File: src/rtl/ex1_b_pkg.sv
// Shared constants for the ex1_b select/mux block: default data width and
// the named select encodings used by the mux and its users.
package ex1_b_pkg;

  localparam int unsigned DATA_WIDTH_DEF = 3;
  localparam int unsigned SEL_WIDTH      = 3;

  typedef logic [SEL_WIDTH-1:0] sel_t;

  // Named encodings for the four low candidates; any sel with MSB set routes Y.
  localparam sel_t SEL_U = 3'b000;
  localparam sel_t SEL_V = 3'b001;
  localparam sel_t SEL_W = 3'b010;
  localparam sel_t SEL_X = 3'b011;

  // True when the select code routes the Y candidate.
  function automatic logic sel_is_y(input sel_t sel);
    return sel[SEL_WIDTH-1];
  endfunction

endpackage

File: src/rtl/ex1_b_mux5.sv
// Combinational 5-way data selector. Codes 000..011 pick U..X, any code with
// the MSB set picks Y, and an unresolved select (X/Z) forces a zero result so
// unknowns never reach downstream state.
module ex1_b_mux5
  import ex1_b_pkg::*;
#(
  parameter int unsigned DATA_WIDTH = DATA_WIDTH_DEF
) (
  input  sel_t                  sel,
  input  logic [DATA_WIDTH-1:0] u,
  input  logic [DATA_WIDTH-1:0] v,
  input  logic [DATA_WIDTH-1:0] w,
  input  logic [DATA_WIDTH-1:0] x,
  input  logic [DATA_WIDTH-1:0] y,
  output logic [DATA_WIDTH-1:0] m
);

  // Exact-match decode; the default arm catches unresolved select bits.
  always_comb begin
    m = '0;
    case (sel)
      SEL_U:   m = u;
      SEL_V:   m = v;
      SEL_W:   m = w;
      SEL_X:   m = x;
      sel_t'(3'b100),
      sel_t'(3'b101),
      sel_t'(3'b110),
      sel_t'(3'b111): m = y;
      default: m = '0;
    endcase
  end

endmodule

File: src/rtl/ex1_b.sv
// ex1_b top: 5-way mux with a combinational result M, a registered copy M_q
// (one-cycle latency, async-cleared), and a Y-routed flag y_sel.
module ex1_b
  import ex1_b_pkg::*;
#(
  parameter int unsigned DATA_WIDTH = DATA_WIDTH_DEF
) (
  input  logic                  clk,
  input  logic                  rst,
  input  logic                  s2,
  input  logic                  s1,
  input  logic                  s0,
  input  logic [DATA_WIDTH-1:0] U,
  input  logic [DATA_WIDTH-1:0] V,
  input  logic [DATA_WIDTH-1:0] W,
  input  logic [DATA_WIDTH-1:0] X,
  input  logic [DATA_WIDTH-1:0] Y,
  output logic [DATA_WIDTH-1:0] M,
  output logic [DATA_WIDTH-1:0] M_q,
  output logic                  y_sel
);

  sel_t sel;

  assign sel = {s2, s1, s0};

  ex1_b_mux5 #(
    .DATA_WIDTH (DATA_WIDTH)
  ) u_mux5 (
    .sel (sel),
    .u   (U),
    .v   (V),
    .w   (W),
    .x   (X),
    .y   (Y),
    .m   (M)
  );

  // y_sel mirrors the select MSB combinationally; unaffected by reset.
  assign y_sel = sel_is_y(sel);

  // Registered copy of M; cleared at once by reset, first capture after release.
  always_ff @(posedge clk or posedge rst) begin
    if (rst) begin
      M_q <= '0;
    end else begin
      M_q <= M;
    end
  end

endmodule

File: config.mk
export PLATFORM = sky130hd
export DESIGN_NAME = ex1_b
export DESIGN_NICKNAME = d
export VERILOG_FILES = /design/src/rtl/ex1_b_pkg.sv /design/src/rtl/ex1_b_mux5.sv /design/src/rtl/ex1_b.sv
export SDC_FILE = /design/constraint.sdc
export NUM_CORES = 1
export LEC_CHECK = 0
export CELL_PAD_IN_SITES_DETAIL_PLACEMENT = 1
export CELL_PAD_IN_SITES_GLOBAL_PLACEMENT = 1
export CORE_MARGIN = 10
export CORE_UTILIZATION = 13
export DETAILED_ROUTE_END_ITERATION = 10
export GPL_ROUTABILITY_DRIVEN = 0
export PLACE_DENSITY_LB_ADDON = 0.1
export SYNTH_ARGS = -nofsm -noshare
export SYNTH_HDL_FRONTEND = slang
export SYNTH_SLANG_ARGS = --single-unit
File: constraint.sdc
create_clock -name clk -period 0.8 [get_ports clk]
set_clock_uncertainty 0.15 [all_clocks]
set_input_delay 0.12 -clock clk [delete_from_list [all_inputs] [get_ports clk]]
set_output_delay 0.12 -clock clk [all_outputs]
set_load 0.05 [all_outputs]
layers.png
The bar under the picture is 20 um long. Two of the layers only.
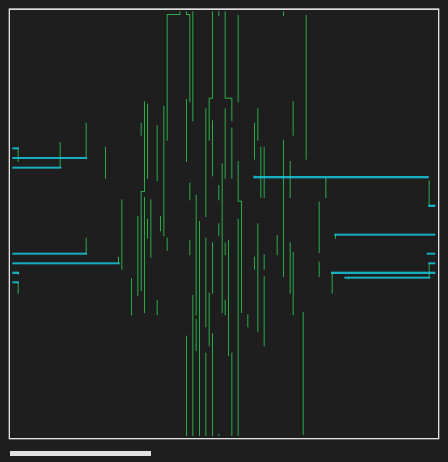
[M2] green | wire length: 705 um
[M3] cyan | wire length: 111 um
vias post-DR: 329
overall routing resource usage: 0.07090

class_map.png
Fill, decap, tap and diode cells in grey.
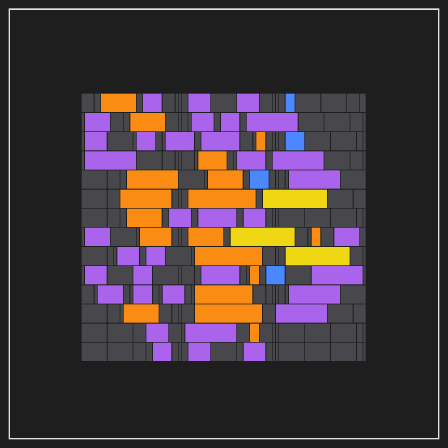
[clock drivers and dummy loads] blue | cells: 4
[registers] yellow | cells: 3
[remaining logic cells] orange | cells: 18
[remaining buffers and delay cells] purple | cells: 36

==> kinds of logic (layout without fill, tap and decap cells) <==
group / Yosys count / in the layout / synth area share
AND-OR/OR-AND: 6 / 6 / 0.2254
buffers and inverters: 6 / 44 / 0.1561
AND/OR/NAND/NOR: 5 / 5 / 0.1330
multiplexers: 3 / 3 / 0.1387
flip-flops: 3 / 3 / 0.3468
==> layer usage <==
layer	global-route usage	vias up	wire length, um
met5	0	-	0
met4	0.04702	0	10
met3	0.02923	2	111
met2	0.1325	14	705
met1	0.05951	157	336
li1	-	156	-
==> stage by stage <==
stage | hold slack, ns | setup TNS [ns]
after floorplan | -0.2764 | -2.834
after global placement | 0.1502 | -5.575
after detailed placement | 0.1481 | -5.922
after CTS | -0.09523 | -2.450
after global routing | -0.07010 | -2.680
final | -0.09194 | -2.388
==> worst paths after layout <==
kind | startpoint | endpoint | slack, ns | cells past startpoint
setup / recovery | s0 | M[1] | -0.46 | 5
hold / removal | rst | M_q[0] | -0.09 | 2
max in group asynchronous | rst | M_q[2] | 0.47 | 2
min in group clk | s2 | M_q[0] | 0.08 | 3
==> timing repair <==
action | CTS | global route
hold endpoints to repair | 3 | 3
pin swaps | 6 | 1
buffers inserted | 7 | 1
setup endpoints to repair | 10 | 10
gates resized | 62 | 0
==> cells in the mapped netlist <==
master / number / area [um2]
sky130_fd_sc_hd__a211oi_1: 3 / 22.52
sky130_fd_sc_hd__a221oi_1: 3 / 26.28
sky130_fd_sc_hd__buf_4: 1 / 7.510
sky130_fd_sc_hd__buf_6: 1 / 11.26
sky130_fd_sc_hd__dfrtp_1: 3 / 75.07
sky130_fd_sc_hd__inv_1: 4 / 15.01
sky130_fd_sc_hd__mux2i_1: 3 / 30.03
sky130_fd_sc_hd__nand2b_1: 1 / 6.260
sky130_fd_sc_hd__nor2_1: 1 / 3.750
sky130_fd_sc_hd__nor2b_1: 3 / 18.77
==> cell type report <==
type,count,area share
Timing Repair Buffer,36,0.5255
Tap cell,16,0.02473
Inverter,4,0.01855
Sequential cell,3,0.09274
Multi-Input combinational cell,14,0.3060
Clock buffer,4,0.03246
==> power by group through the flow <==
| stage | Clock [uW] | Sequential (uW) | Combinational, uW |
|---|---|---|---|
| finish | 266 | 180 | 558 |
| global route | 291 | 182 | 585 |
| CTS | 280 | 181 | 562 |
| detailed placement | 0 | 182 | 489 |
| global placement | 0 | 182 | 483 |
| floorplan | 0 | 228 | 163 |
==> reports/results.tsv <==
stage	metric	value	unit
layout	Nets	82	
placement	number of cells after detailed placement	69	
layout	flip-flop count of the largest register, all copies and words added	3	
final_timing	min setup slack post-route	-0.4639	ns
route	TritonRoute pass-1 iters	1	
setup_path	worst path bufs/invs	3	
setup_path	startpoint class of the critical path	input pin	
grt	pin count of the biggest net entering global routing	8	
clock_tree	clock tree from TritonCTS	built	
grt	global-route wire length before repair	1945	um
power_and_ir_drop	Total Power	1004	uW
setup_path	critical path fanouts, max	7	
layout	number of filler instances in the final layout	164	
grt	vias in the first global route	430	
final_timing	highest clock rate	0.7912	GHz
clock_tree	root buffer cell	sky130_fd_sc_hd__clkbuf_4	
layout	Top Layout Cells	sky130_fd_sc_hd__dlygate4sd2_1 (12), sky130_fd_sc_hd__buf_12 (8), sky130_fd_sc_hd__buf_4 (7)	
placement	count of port buffers added during placement	26	
synth	number of instances in the synthesized netlist	23	
floorplan	FP Rows	14	
layout	Commonest Layout Cell	sky130_fd_sc_hd__dlygate4sd2_1	
route	tally of nets with antenna violations remaining after routing	0	
power_and_ir_drop	leakage	0.0003605	uW
layout	final cell utilization of the core	0.5252	
job	total tool warning count	31	
layout	Top reg by flops	M_q	
final_timing	Max-Slew Margin vs Limit	0.8142	
final_timing	Post-Route Hold Slack	-0.09194	ns
synth	cell area after synthesis	216.5	um2
setup_path	delay-heaviest family, CP	buffers and inverters	
final_timing	period utilisation layout	1.580	
synth	syn_area_per_cell	9.411	um2
synth	cells in synth_stat.txt	23	
setup_path	required time of the critical path	0.53	ns
setup_path	CP max-delay cell	sky130_fd_sc_hd__a221oi_4	
setup_path	most used cell along the critical path	sky130_fd_sc_hd__buf_12	
layout	post-synthesis to final-layout area growth	274.0	%
setup_path	Worst path max stage delay	0.29	ns
layout	final non-filler cell area	809.5	um2
synth	count of state elements after synthesis	3	
final_timing	min Tclk post-route	1.264	ns
power_and_ir_drop	PwrDens	1240	nW/um2
setup_path	Arrival @ worst endpoint	0.99	ns
route	Routed wire per std cell	15.10	um
power_and_ir_drop	maximum VDD drop	467.7	uV
worst_hold_path	class of the most critical hold timing path	input pin to asynchronous set/reset pin	
route	number of violations reported at the end of detailed-routing iteration 0	0	
floorplan	placeable core area	1541	um2
power_and_ir_drop	part of the total power dissipated in the clock network	0.265	
layout	biggest regs	M_q: 3 flops	
setup_path	endpoint kind of the worst setup timing path	output pin	
layout	Ant. Diodes	0	
layout	number of non-filler instances in the completed layout	77	
status	result of the run	finished, violations left	
clock_tree	CTS clk-pin slew, worst paths	0.04	ns
layout	layout cells sized above 1	0.6557	
floorplan	Core Util at FP	0.1404	
final_timing	final-report setup violation count	10	
status	violations in the final reports	hold timing, setup timing	
power_and_ir_drop	portion of total power attributed to combinational logic	0.555	
synth	syn_nets	43	
synth	Yosys Warn Count	0	
job	maximum capacitance violations	0	
power_and_ir_drop	reported net switching power	347.0	uW
route	final wirelength	1163	um
synth	distinct cell type count of the synthesized netlist	10	
placement	post-detailed-placement cell area	645.6	um2
final_timing	slew of the pin with the lowest slew margin	0.2786	ns
clock_tree	CTS max path bufs	2	
grt	antenna violations before repair	0	
clock_tree	CTS Buf Count	3	
final_timing	final slew viol count	0	
power_and_ir_drop	sw frac	0.3457	
clock_tree	sink count of the clock tree	3	
layout	Logic area	247.7	um2
floorplan	number of I/O pins	27	
power_and_ir_drop	Seq pwr share	0.179	
grt	Remaining Overflow, GRT	0	
final_timing	setup repair after global routing missed its margin	true	
final_timing	number of hold violations in the final report	3	
route	DRC viols	0	
placement	minimum setup slack after placement	-1.008	ns
floorplan	chip area	3697	um2
route	via-per-instance ratio	4.273	
power_and_ir_drop	cell-internal power	656.8	uW
clock_tree	H-tree depth	1	
synth	Seq/Total Area, Yosys	0.3468	
floorplan	width of the die	60.81	um
floorplan	die height	60.81	um
layout	register area	75.07	um2
setup_path	series of cell instances along the critical path	buf_12, buf_8, mux2i_4, a221oi_4, buf_12	
setup_path	category of the most critical setup path	input pin to output pin	
synth	post-synth area from yosys stat	216.5	um2
Power figures rest on the tool's default switching activity, not on a simulated workload.
